## config.mk

```make
export PLATFORM = sky130hd
export DESIGN_NAME = vga_timing_gen_flat
export DESIGN_NICKNAME = d
export VERILOG_FILES = /design/src/rtl/vga_timing_gen_if.sv /design/src/rtl/vga_timing_gen.sv /design/src/flat_wrapper.sv
export SDC_FILE = /design/constraint.sdc
export NUM_CORES = 1
export LEC_CHECK = 0
export ABC_AREA = 1
export CAP_MARGIN = 10
export CELL_PAD_IN_SITES_DETAIL_PLACEMENT = 0
export CELL_PAD_IN_SITES_GLOBAL_PLACEMENT = 1
export CORE_ASPECT_RATIO = 1.25
export CORE_MARGIN = 2
export CORE_UTILIZATION = 40
export CTS_CLUSTER_SIZE = 16
export DETAILED_ROUTE_END_ITERATION = 8
export PLACE_DENSITY_LB_ADDON = 0.1
export SLEW_MARGIN = 20
export SYNTH_ARGS = -nofsm -noshare
export SYNTH_HDL_FRONTEND = slang
export SYNTH_SLANG_ARGS = --single-unit
```

## constraint.sdc

```tcl
create_clock -name i_Clk -period 3 [get_ports i_Clk]
set_clock_uncertainty 0.1 [all_clocks]
set_input_delay 0.45 -clock i_Clk [delete_from_list [all_inputs] [get_ports i_Clk]]
set_output_delay 0.45 -clock i_Clk [all_outputs]
set_load 0.01 [all_outputs]
```

## src/rtl/vga_timing_gen_if.sv

```systemverilog
// Raster bus between the VGA timing generator and its consumers.
// The master modport is the timing generator; the slave modport is a pixel or sync consumer.
interface vga_timing_gen_if #(
    parameter int CW = 10,
    parameter int FW = 8
);
    logic          i_Enable;
    logic          o_Pix_En;
    logic [CW-1:0] o_Column;
    logic [CW-1:0] o_Row;
    logic          o_Active;
    logic          o_Line_Start;
    logic          o_Frame_Start;
    logic          o_VBlank_Start;
    logic [FW-1:0] o_Frame_Count;
    logic          o_HSync;
    logic          o_VSync;
    logic          o_Active_D;

    modport master (
        input  i_Enable,
        output o_Pix_En, o_Column, o_Row, o_Active,
        output o_Line_Start, o_Frame_Start, o_VBlank_Start, o_Frame_Count,
        output o_HSync, o_VSync, o_Active_D
    );

    modport slave (
        output i_Enable,
        input  o_Pix_En, o_Column, o_Row, o_Active,
        input  o_Line_Start, o_Frame_Start, o_VBlank_Start, o_Frame_Count,
        input  o_HSync, o_VSync, o_Active_D
    );
endinterface

```

## src/rtl/vga_timing_gen.sv

```systemverilog
// Parametrised VGA raster timing: pixel-tick divider, column/row/frame counters,
// sync/active decode with a DELAY-stage alignment pipeline and one-tick strobes.
module vga_timing_gen #(
    parameter int unsigned H_ACTIVE = 640,
    parameter int unsigned H_FPORCH = 16,
    parameter int unsigned H_PULSE  = 96,
    parameter int unsigned H_BPORCH = 48,
    parameter int unsigned V_ACTIVE = 480,
    parameter int unsigned V_FPORCH = 10,
    parameter int unsigned V_PULSE  = 2,
    parameter int unsigned V_BPORCH = 33,
    parameter bit          H_POL    = 1'b0,
    parameter bit          V_POL    = 1'b0,
    parameter int unsigned CLK_DIV  = 1,
    parameter int unsigned DELAY    = 1,
    parameter int unsigned CW       = 10,
    parameter int unsigned FW       = 8
) (
    input  logic          i_Clk,
    input  logic          i_Rst_L,
    vga_timing_gen_if.master bus
);
    localparam int unsigned H_TOTAL    = H_ACTIVE + H_FPORCH + H_PULSE + H_BPORCH;
    localparam int unsigned V_TOTAL    = V_ACTIVE + V_FPORCH + V_PULSE + V_BPORCH;
    localparam int unsigned H_SYNC_BEG = H_ACTIVE + H_FPORCH;
    localparam int unsigned H_SYNC_END = H_SYNC_BEG + H_PULSE;
    localparam int unsigned V_SYNC_BEG = V_ACTIVE + V_FPORCH;
    localparam int unsigned V_SYNC_END = V_SYNC_BEG + V_PULSE;
    localparam int unsigned DW         = (CLK_DIV > 1) ? $clog2(CLK_DIV) : 1;

    localparam logic [DW-1:0] DIV_LAST = DW'(CLK_DIV - 1);
    localparam logic [CW-1:0] COL_LAST = CW'(H_TOTAL - 1);
    localparam logic [CW-1:0] ROW_LAST = CW'(V_TOTAL - 1);

    logic [DW-1:0]            r_div;
    logic [CW-1:0]            r_col;
    logic [CW-1:0]            r_row;
    logic [FW-1:0]            r_frame;
    logic [DELAY-1:0][2:0]    r_dly;
    logic [DELAY-1:0][2:0]    w_stage_in;

    logic w_pix_en;
    logic w_col_last;
    logic w_row_last;
    logic w_col_zero;
    logic w_hs;
    logic w_vs;
    logic w_act;

    assign w_pix_en   = bus.i_Enable && (r_div == DIV_LAST);
    assign w_col_last = (r_col == COL_LAST);
    assign w_row_last = (r_row == ROW_LAST);
    assign w_col_zero = (r_col == '0);

    assign w_hs  = (r_col >= CW'(H_SYNC_BEG)) && (r_col < CW'(H_SYNC_END));
    assign w_vs  = (r_row >= CW'(V_SYNC_BEG)) && (r_row < CW'(V_SYNC_END));
    assign w_act = (r_col < CW'(H_ACTIVE)) && (r_row < CW'(V_ACTIVE));

    always_ff @(posedge i_Clk or negedge i_Rst_L) begin
        if (!i_Rst_L) begin
            r_div <= '0;
        end else if (bus.i_Enable) begin
            r_div <= w_pix_en ? '0 : r_div + 1'b1;
        end
    end

    // Row and frame count only move on the tick that wraps the column.
    always_ff @(posedge i_Clk or negedge i_Rst_L) begin
        if (!i_Rst_L) begin
            r_col   <= '0;
            r_row   <= '0;
            r_frame <= '0;
        end else if (w_pix_en) begin
            if (w_col_last) begin
                r_col <= '0;
                if (w_row_last) begin
                    r_row   <= '0;
                    r_frame <= r_frame + 1'b1;
                end else begin
                    r_row <= r_row + 1'b1;
                end
            end else begin
                r_col <= r_col + 1'b1;
            end
        end
    end

    // Stage inputs for the {hsync, vsync, active} pipeline; stage 0 takes the live decode.
    generate
        for (genvar gi = 0; gi < DELAY; gi++) begin : g_stage
            if (gi == 0) begin : g_head
                assign w_stage_in[gi] = {w_hs, w_vs, w_act};
            end else begin : g_tail
                assign w_stage_in[gi] = r_dly[gi-1];
            end
        end
    endgenerate

    always_ff @(posedge i_Clk or negedge i_Rst_L) begin
        if (!i_Rst_L) begin
            r_dly <= '0;
        end else if (w_pix_en) begin
            r_dly <= w_stage_in;
        end
    end

    assign bus.o_Pix_En       = w_pix_en;
    assign bus.o_Column       = r_col;
    assign bus.o_Row          = r_row;
    assign bus.o_Active       = w_act;
    assign bus.o_Frame_Count  = r_frame;
    assign bus.o_Line_Start   = w_pix_en && w_col_zero;
    assign bus.o_Frame_Start  = w_pix_en && w_col_zero && (r_row == '0);
    assign bus.o_VBlank_Start = w_pix_en && w_col_zero && (r_row == CW'(V_ACTIVE));
    assign bus.o_HSync        = r_dly[DELAY-1][2] ? H_POL : ~H_POL;
    assign bus.o_VSync        = r_dly[DELAY-1][1] ? V_POL : ~V_POL;
    assign bus.o_Active_D     = r_dly[DELAY-1][0];
endmodule

```

## src/flat_wrapper.sv

```systemverilog
// flat-port wrapper written by rule: the top's interface ports become plain ports
module vga_timing_gen_flat 
#(
    parameter int unsigned H_ACTIVE = 640,
    parameter int unsigned H_FPORCH = 16,
    parameter int unsigned H_PULSE  = 96,
    parameter int unsigned H_BPORCH = 48,
    parameter int unsigned V_ACTIVE = 480,
    parameter int unsigned V_FPORCH = 10,
    parameter int unsigned V_PULSE  = 2,
    parameter int unsigned V_BPORCH = 33,
    parameter bit          H_POL    = 1'b0,
    parameter bit          V_POL    = 1'b0,
    parameter int unsigned CLK_DIV  = 1,
    parameter int unsigned DELAY    = 1,
    parameter int unsigned CW       = 10,
    parameter int unsigned FW       = 8
)
  (i_Clk, i_Rst_L, bus_i_Enable, bus_o_Pix_En, bus_o_Column, bus_o_Row, bus_o_Active, bus_o_Line_Start, bus_o_Frame_Start, bus_o_VBlank_Start, bus_o_Frame_Count, bus_o_HSync, bus_o_VSync, bus_o_Active_D);
  vga_timing_gen_if #(.CW(CW), .FW(FW)) bus_i ();
  input  logic i_Clk;
  input  logic i_Rst_L;
  input wire logic [$bits(bus_i.i_Enable)-1:0] bus_i_Enable;
  output wire logic [$bits(bus_i.o_Pix_En)-1:0] bus_o_Pix_En;
  output wire logic [$bits(bus_i.o_Column)-1:0] bus_o_Column;
  output wire logic [$bits(bus_i.o_Row)-1:0] bus_o_Row;
  output wire logic [$bits(bus_i.o_Active)-1:0] bus_o_Active;
  output wire logic [$bits(bus_i.o_Line_Start)-1:0] bus_o_Line_Start;
  output wire logic [$bits(bus_i.o_Frame_Start)-1:0] bus_o_Frame_Start;
  output wire logic [$bits(bus_i.o_VBlank_Start)-1:0] bus_o_VBlank_Start;
  output wire logic [$bits(bus_i.o_Frame_Count)-1:0] bus_o_Frame_Count;
  output wire logic [$bits(bus_i.o_HSync)-1:0] bus_o_HSync;
  output wire logic [$bits(bus_i.o_VSync)-1:0] bus_o_VSync;
  output wire logic [$bits(bus_i.o_Active_D)-1:0] bus_o_Active_D;
  assign bus_i.i_Enable = bus_i_Enable;
  assign bus_o_Pix_En = bus_i.o_Pix_En;
  assign bus_o_Column = bus_i.o_Column;
  assign bus_o_Row = bus_i.o_Row;
  assign bus_o_Active = bus_i.o_Active;
  assign bus_o_Line_Start = bus_i.o_Line_Start;
  assign bus_o_Frame_Start = bus_i.o_Frame_Start;
  assign bus_o_VBlank_Start = bus_i.o_VBlank_Start;
  assign bus_o_Frame_Count = bus_i.o_Frame_Count;
  assign bus_o_HSync = bus_i.o_HSync;
  assign bus_o_VSync = bus_i.o_VSync;
  assign bus_o_Active_D = bus_i.o_Active_D;
  vga_timing_gen #(.H_ACTIVE(H_ACTIVE), .H_FPORCH(H_FPORCH), .H_PULSE(H_PULSE), .H_BPORCH(H_BPORCH), .V_ACTIVE(V_ACTIVE), .V_FPORCH(V_FPORCH), .V_PULSE(V_PULSE), .V_BPORCH(V_BPORCH), .H_POL(H_POL), .V_POL(V_POL), .CLK_DIV(CLK_DIV), .DELAY(DELAY), .CW(CW), .FW(FW)) u_core (.i_Clk(i_Clk), .i_Rst_L(i_Rst_L), .bus(bus_i));
endmodule
```

==> impl_metrics.yaml, run 1 <==
# generated from flow reports
synthesis:
  syn_area_sq_um: 1910
  yosysWarnings: 0
  ff_type: "dfrtp_1"
  topCombFamilyByArea: "simple AND/OR/NAND/NOR gates"
  synth_cell_types: 28
  yosys.area_share.aoi_pct: 5.77
  yosysCellCount: 245
  avgSynthCellArea_sq_um: 7.79
  top_cells_by_count: "nand2_1, dfrtp_1, inv_1"
  ys_chip_area_sq_um: 1910
  top_area_share_pct: 42.0
  ys_ff: 32
  synthMostInstantiatedCell: "nand2_1"
  simple_gate_share_pct: 33.9
  ys_sh_mux_pct: 0
  edf_count: 0
  synthArstFlopShare_pct: 100
  syn_inst: 245
  synth_adder_area_share_pct: 3.93
  topCellsByArea: "dfrtp_1, nand2_1, inv_1"
  synth_seq_share_pct: 42.0
  synthXorXnorAreaFrac_pct: 5.51
  synth_area_leader_cell: "dfrtp_1"
  floorplan.nets: 254
floorplanning:
  fp_util_pct: 41.0
  core_area_sq_um: 4660
  dieHeight_um: 81.2
  die-area_sq_um: 5340
  fp-row-count: 28
  taps: 60
  pin_count: 39
  die_w_um: 65.8
clock_network:
  clockBufferDepth: 2
  post_cts_buffers: 0
  cts_sinks: 32
  cts_root_buf: "clkbuf_8"
  clk_pin_slew_ns: 0.06
  clock_latency_ns: 0.28
  cts_tree: "built"
  ctsResizeCount: 0
  h-tree-depth: 2
  cts_hold_buf: 0
  cts_buffers: 5
routing:
  met2_length_um: 2240
  highest_layer: "met4"
  drt-initial-drc-count: 58
  via_per_inst: 4.74
  dr.pass1.iters: 4
  wl_met1_um: 1950
  ant_nets: 0
  dr_wl_met3_um: 171
  drcViolationCount: 0
worst_setup_path:
  path_cells: "inv_1 -> ha_1 -> nor3b_1 -> nand4_1 -> nor3_1 -> clkdlybuf4s50_1"
  ff2ff_path_depth: 9
  cp_num_buf_inv: 2
  cp.depth: 6
  worstSetupStartpoint: "u_core.bus.o_Row[0]"
  cp_top_family: "buffers and inverters"
  r2r_start: "u_core.r_div"
  cp-endpoint: "bus_o_Frame_Start"
  cp_max_fo: 5
  startpoint_type: "flip-flop"
  slowest_stage: "clkdlybuf4s50_1"
  worst_setup_path_end_kind: "output port"
  r2r_end: "u_core.bus.o_Frame_Count[0]"
  cpPeakStageDelay_ns: 0.59
  r2r_setup_slack_ns: 1.17
  critPathArrivalTime_ns: 2.23
  path_class: "reg2out"
  required_ns: 2.45
grt:
  grt_pass1_vias: 1575
  antenna_found_initial: 0
  grt_pass1_wl_um: 7400
  grt.overflow.total: 0
  grt_max_degree: 33
finish:
  instances_no_fill: 351
  comb_share_pct: 38.3
  ff_count: 32
  buffers_excl_clock: 43
  clk_share_pct: 3.68
  layout_top_cell: "nand2_1"
  seq_share_pct: 32.8
  num-nonclk-inverters: 33
  logic_gates: 175
  mi_logic_area_sq_um: 937
  drive_gt1_share_pct: 8.59
  final_cell_mix: "nand2_1, clkdlybuf4s50_1, dfrtp_1, inv_1, nor2_1"
  seq_area_sq_um: 801
  fill_cells: 468
  dominant-cell-class: "combinational gates"
  stdcell_area_sq_um: 2440
  antennaDiodeCount: 0
  syn_to_final_growth_pct: 28.1
  bufAreaShareNonClock_pct: 17.1
  nets: 299
  n_clock_buffer: 8
final_timing:
  timing.hold.ws_ns: 0.383
  hold_viol_final: 0
  slew_headroom_pct: 71.3
  slew_viol_final: 0
  max_freq_ghz: 0.359
  layout_setup_ws_ns: 0.216
  setup_tns_ns: 0
  setup_viol: 0
  final.period_utilization_pct: 92.8
  rsz0062_at_grt: "no"
  min_period_ns: 2.78
  tightest_slew_ns: 0.431
placed_design:
  port_buffers: 38
  place_congestion: 0.908
  place_inst: 343
  place_area_sq_um: 2350
  dp_hpwl_um: 3360
  dp_slack_ns: 0.353
hold_path:
  hold_end: "u_core.r_div"
  min_path_type: "reg2reg"
  worst_hold_path.num_cells: 2
  min_from: "u_core.r_div"
power_and_ir_drop:
  power_density_nw_per_um2: 622
  power.share.sequential_pct: 41.2
  p_switching_uw: 560
  power_frac_clock_pct: 22.4
  top_power_group: "sequential cells"
  leakagePower_uw: 0.00118
  pg_comb_uw: 553
  p_seq_uw: 628
  ir_drop_v: 0.000300
  comb_power_share_pct: 36.3
  fin_total_pwr_uw: 1520
  internal-power_uw: 962
  clock_power_uw: 341
  switching_share_pct: 36.8
run:
  cap_violations: 0
  warnings: 29
run_status:
  status: "finished, final reports clean"
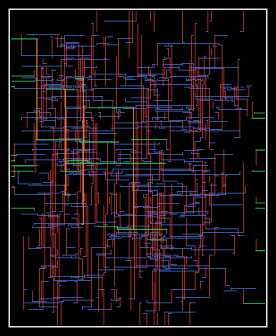
**Above:** run 1 (signal wires by layer).
- red: met2 (wire length 2,240 um)
- orange: met4 (wire length 122 um)
- blue: met1 (wire length 1,950 um)
- green: met3 (wire length 171 um)
GRT Resource Usage Total: 18.6%
Vias: 1,664
Wirelength per Cell: 12.7 um
final wirelength: 4480 um

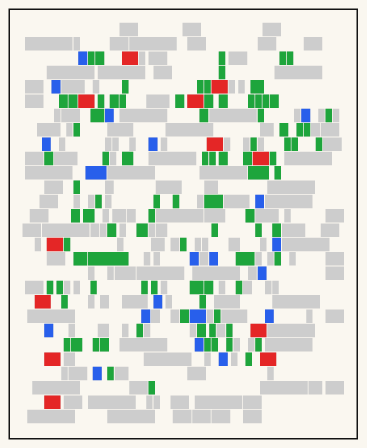
**Above:** run 1 (gate-type map).
- green: NAND gates (cells 91)
- red: XOR/XNOR gates (cells 12; where spread over the die)
- blue: inverting AOI/OAI gates (cells 20)

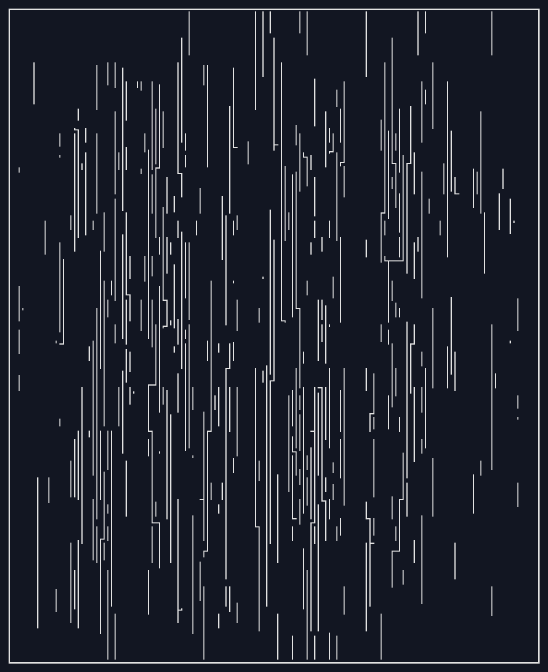
**Above:** run 1 (the metal 2 layer).
- main direction: vertical
- wire length on this layer: 2,240 um
GRT met2 Usage: 32.3%

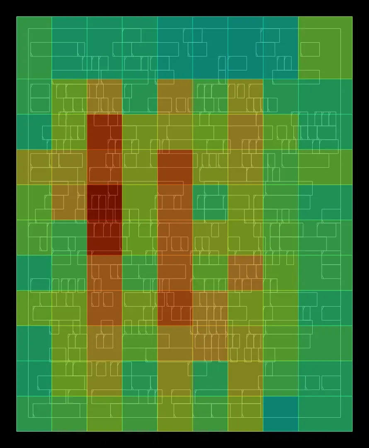
**Above:** run 1 (congestion heat map).
Most Used Layer, Global Route: met2
met1 GRT Util: 21.9%
Final Util: 52.5%
met3 usage: 4.29%

==> run 2: changes to the inputs <==
--- a/config.mk
+++ b/config.mk
@@ -5,7 +5,6 @@
 export SDC_FILE = /design/constraint.sdc
 export NUM_CORES = 1
 export LEC_CHECK = 0
-export ABC_AREA = 1
 export CAP_MARGIN = 10
 export CELL_PAD_IN_SITES_DETAIL_PLACEMENT = 0
 export CELL_PAD_IN_SITES_GLOBAL_PLACEMENT = 1
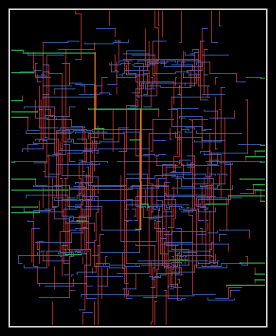
**Above:** run 2 (signal wires by layer).
- blue: met1 (wire length 1,730 um)
- green: met3 (wire length 162 um)
- orange: met4 (wire length 47.6 um)
- red: met2 (wire length 1,880 um)
Vias: 1,379
Wirelength per Cell: 14.4 um
GRT Resource Usage Total: 17.2%
final wirelength: 3820 um

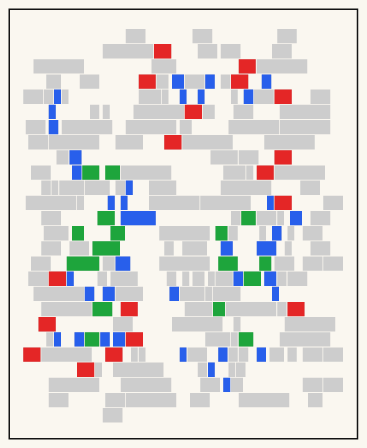
**Above:** run 2 (gate-type map).
- green: AND and OR gates (cells 16)
- blue: NAND gates (cells 37)
- red: XOR/XNOR gates (cells 18; where spread over the die)

==> impl_metrics.yaml, run 2 <==
# generated from flow reports
run_status:
  status: "finished, final reports clean"
floorplanning:
  fp-row-count: 26
  die-area_sq_um: 4780
  dieHeight_um: 76.8
  die_w_um: 62.2
  core_area_sq_um: 4070
  taps: 56
finish:
  stdcell_area_sq_um: 2230
  fin_util_pct: 54.8
  dominant-cell-class: "combinational gates"
  logic_gates: 119
  nets: 219
  seq_area_sq_um: 801
  n_clock_buffer: 7
  mi_logic_area_sq_um: 822
  instances_no_fill: 266
  buffers_excl_clock: 40
  bufAreaShareNonClock_pct: 17.7
  layout_top_cell: "clkdlybuf4s50_1"
  antennaDiodeCount: 0
  num-nonclk-inverters: 12
  ff_count: 32
  comb_share_pct: 36.9
worst_setup_path:
  r2r_start: "u_core.bus.o_Row[0]"
  cp_top_family: "buffers and inverters"
  critPathArrivalTime_ns: 2.24
  worstSetupStartpoint: "bus_i_Enable"
  slowest_stage: "clkdlybuf4s50_1"
  startpoint_type: "input port"
  worst_setup_path_end_kind: "output port"
  cp_max_fo: 4
  cp-endpoint: "bus_o_VBlank_Start"
  path_cells: "clkdlybuf4s50_1 -> nor3b_2 -> and4_1 -> nand4_1 -> nor2_1 -> clkdlybuf4s50_1"
  cpPeakStageDelay_ns: 0.54
  cp.depth: 6
power_and_ir_drop:
  p_switching_uw: 284
  power.share.sequential_pct: 48.7
  internal-power_uw: 765
  power_frac_clock_pct: 33.6
  switching_share_pct: 27.1
  fin_total_pwr_uw: 1050
  pg_comb_uw: 186
  ir_drop_v: 0.000438
  p_seq_uw: 510
  comb_power_share_pct: 17.8
synthesis:
  top_cells_by_count: "dfrtp_1, xor2_1, nand2_1"
  synthXorXnorAreaFrac_pct: 9.31
  syn_inst: 167
  yosysWarnings: 0
  simple_gate_share_pct: 27.6
  ys_chip_area_sq_um: 1690
  yosys.area_share.aoi_pct: 5.54
  edf_count: 0
  topCombFamilyByArea: "simple AND/OR/NAND/NOR gates"
  top_area_share_pct: 47.3
  synthMostInstantiatedCell: "dfrtp_1"
  synth_seq_share_pct: 47.3
  yosysCellCount: 167
  synth_adder_area_share_pct: 4.43
  floorplan.nets: 176
  synthArstFlopShare_pct: 100
  ff_type: "dfrtp_1"
  ys_sh_mux_pct: 1.33
  avgSynthCellArea_sq_um: 10.1
  synth_cell_types: 39
hold_path:
  worst_hold_path.num_cells: 1
  min_from: "u_core.bus.o_Frame_Count[7]"
  hold_end: "u_core.bus.o_Frame_Count[7]"
clock_network:
  clk_pin_slew_ns: 0.06
  post_cts_buffers: 0
  cts_buffers: 5
  cts_sinks: 32
  cts_tree: "built"
  clockBufferDepth: 2
  h-tree-depth: 2
  cts_root_buf: "clkbuf_8"
routing:
  dr.pass1.iters: 4
  ant_nets: 0
  highest_layer: "met4"
  drcViolationCount: 0
  wl_met1_um: 1730
  via_per_inst: 5.18
  drt-initial-drc-count: 64
grt:
  grt_busiest_layer: "met2"
  antenna_found_initial: 0
  grt_pass1_vias: 1361
  grt_max_degree: 33
  grt_pass1_wl_um: 6640
placed_design:
  place_inst: 259
  place_congestion: 0.879
  dp_slack_ns: 0.164
  dp_hpwl_um: 2760
final_timing:
  timing.hold.ws_ns: 0.371
  slew_viol_final: 0
  slew_headroom_pct: 72.3
  max_freq_ghz: 0.359
  hold_viol_final: 0
  final.period_utilization_pct: 92.9
  rsz0062_at_grt: "no"
  tightest_slew_ns: 0.415
run:
  cap_violations: 0
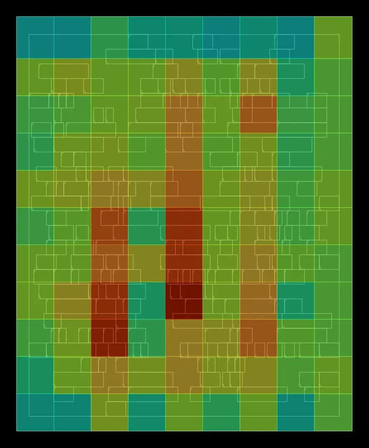
**Above:** run 2 (congestion heat map).
GRT met2 Usage: 28.0%
met3 usage: 4.40%
met1 GRT Util: 22.4%

==> run 3: changes to the inputs <==
--- a/config.mk
+++ b/config.mk
@@ -13,6 +13,7 @@
 export CORE_UTILIZATION = 40
 export CTS_CLUSTER_SIZE = 16
 export DETAILED_ROUTE_END_ITERATION = 8
+export GPL_TIMING_DRIVEN = 0
 export PLACE_DENSITY_LB_ADDON = 0.1
 export SLEW_MARGIN = 20
 export SYNTH_ARGS = -nofsm -noshare
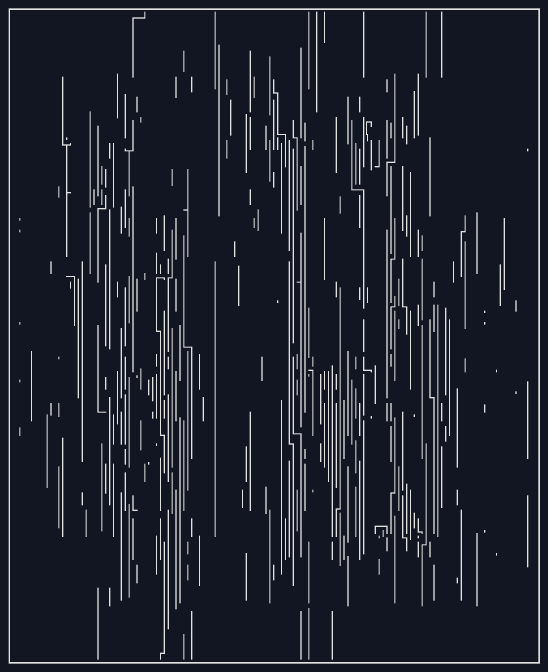
**Above:** run 3 (the metal 2 layer).
- share of all routed wire: 51%
- main direction: vertical
- nets with wire on the layer: 193
Vias: 1,434
final wirelength: 3890 um
GRT met2 Usage: 30.1%

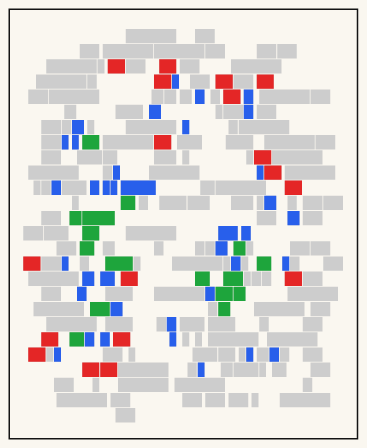
**Above:** run 3 (gate-type map).
- green: AND and OR gates (cells 16)
- blue: NAND gates (cells 37)
- red: XOR/XNOR gates (cells 18; where spread over the die)
combinational share of cell area: 36.7%
Non-Filler Instances: 269
most used logic cell in the final layout: clkdlybuf4s50_1

==> impl_metrics.yaml, run 3 <==
# generated from flow reports
synthesis:
  ys_sh_mux_pct: 1.33
  edf_count: 0
  ff_type: "dfrtp_1"
  yosys.area_share.aoi_pct: 5.54
  synth_area_leader_cell: "dfrtp_1"
  synthArstFlopShare_pct: 100
  synth_adder_area_share_pct: 4.43
  ys_chip_area_sq_um: 1690
  topCellsByArea: "dfrtp_1, xor2_1, ha_1"
  synthMostInstantiatedCell: "dfrtp_1"
  synth_cell_types: 39
  top_cells_by_count: "dfrtp_1, xor2_1, nand2_1"
  simple_gate_share_pct: 27.6
  ys_ff: 32
  avgSynthCellArea_sq_um: 10.1
  yosysCellCount: 167
  topCombFamilyByArea: "simple AND/OR/NAND/NOR gates"
  top_area_share_pct: 47.3
  floorplan.nets: 176
  synthXorXnorAreaFrac_pct: 9.31
  yosysWarnings: 0
power_and_ir_drop:
  power.share.sequential_pct: 49.4
  fin_total_pwr_uw: 1040
  power_frac_clock_pct: 32.7
  p_switching_uw: 292
  internal-power_uw: 744
  comb_power_share_pct: 17.9
  p_seq_uw: 511
  switching_share_pct: 28.2
  ir_drop_v: 0.000308
  top_power_group: "sequential cells"
  pg_comb_uw: 185
  leakagePower_uw: 0.000989
  clock_power_uw: 339
  power_density_nw_per_um2: 463
final_timing:
  setup_viol: 0
  tightest_slew_ns: 0.717
  slew_headroom_pct: 52.2
  max_freq_ghz: 0.353
  hold_viol_final: 0
  slew_viol_final: 0
  final.period_utilization_pct: 94.4
  timing.hold.ws_ns: 0.115
  layout_setup_ws_ns: 0.167
  rsz0062_at_grt: "no"
  min_period_ns: 2.83
floorplanning:
  fp_util_pct: 41.7
  pin_count: 39
  taps: 56
  die_w_um: 62.2
  die-area_sq_um: 4780
  core_area_sq_um: 4070
  fp-row-count: 26
grt:
  grt_busiest_layer: "met2"
  grt_pass1_vias: 1402
  grtUsageMet1_pct: 21.2
  grtUsageTotal_pct: 17.6
  grt.overflow.total: 0
  grt_pass1_wl_um: 6720
  grt_max_degree: 33
finish:
  stdcell_area_sq_um: 2240
  bufAreaShareNonClock_pct: 18.2
  dominant-cell-class: "combinational gates"
  nets: 221
  mi_logic_area_sq_um: 822
  final_cell_mix: "clkdlybuf4s50_1, dfrtp_1, xor2_1, nand2_1, nand3_1"
  syn_to_final_growth_pct: 32.1
  clk_share_pct: 4.14
  n_clock_buffer: 6
  fill_cells: 374
  logic_gates: 119
  antennaDiodeCount: 0
  buffers_excl_clock: 42
  fin_util_pct: 55.0
  num-nonclk-inverters: 12
  seq_share_pct: 35.8
  ff_count: 32
  seq_area_sq_um: 801
worst_setup_path:
  slowest_stage: "clkdlybuf4s50_1"
  cp_num_buf_inv: 2
  cp_top_family: "buffers and inverters"
  r2r_setup_slack_ns: 1.05
  r2r_end: "u_core.bus.o_Frame_Count[5]"
  cpPeakStageDelay_ns: 0.54
  worst_setup_path_end_kind: "output port"
  required_ns: 2.45
  path_class: "in2out"
  cp.depth: 6
  startpoint_type: "input port"
  critPathArrivalTime_ns: 2.28
  path_cells: "clkdlybuf4s50_1 -> nor3b_2 -> and4_1 -> nand4_1 -> nor2_1 -> clkdlybuf4s50_1"
  cp-endpoint: "bus_o_VBlank_Start"
  r2r_start: "u_core.bus.o_Row[0]"
clock_network:
  cts_buffers: 5
  h-tree-depth: 2
  ctsResizeCount: 0
  post_cts_buffers: 0
  clk_pin_slew_ns: 0.07
  cts_sinks: 32
  clockBufferDepth: 2
  cts_root_buf: "clkbuf_8"
  cts_hold_buf: 0
  cts_tree: "built"
routing:
  drcViolationCount: 0
  dr_wl_met3_um: 176
  wl_met1_um: 1650
  met2_length_um: 1980
  via_per_inst: 5.33
  dr.pass1.iters: 4
  wl_per_cell_um: 14.5
  highest_layer: "met4"
  ant_nets: 0
run:
  cap_violations: 0
  warnings: 29
placed_design:
  dp_hpwl_um: 2850
  place_congestion: 0.870
  port_buffers: 38
  place_area_sq_um: 2140
hold_path:
  min_path_type: "in2async"
run_status:
  status: "finished, final reports clean"
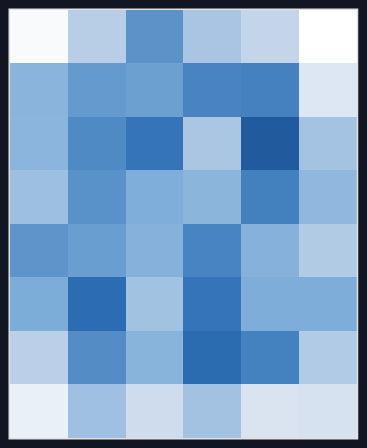
**Above:** run 3 (placement density heat map).
The die is cut into 6 by 8 equal tiles; white is low, dark blue is high, 0 to 100% covered.
- mean over tiles: 45%
- tiles over 75% full: 6.2%
- fullest tile: 83%
- nearly empty tiles: 2.1%

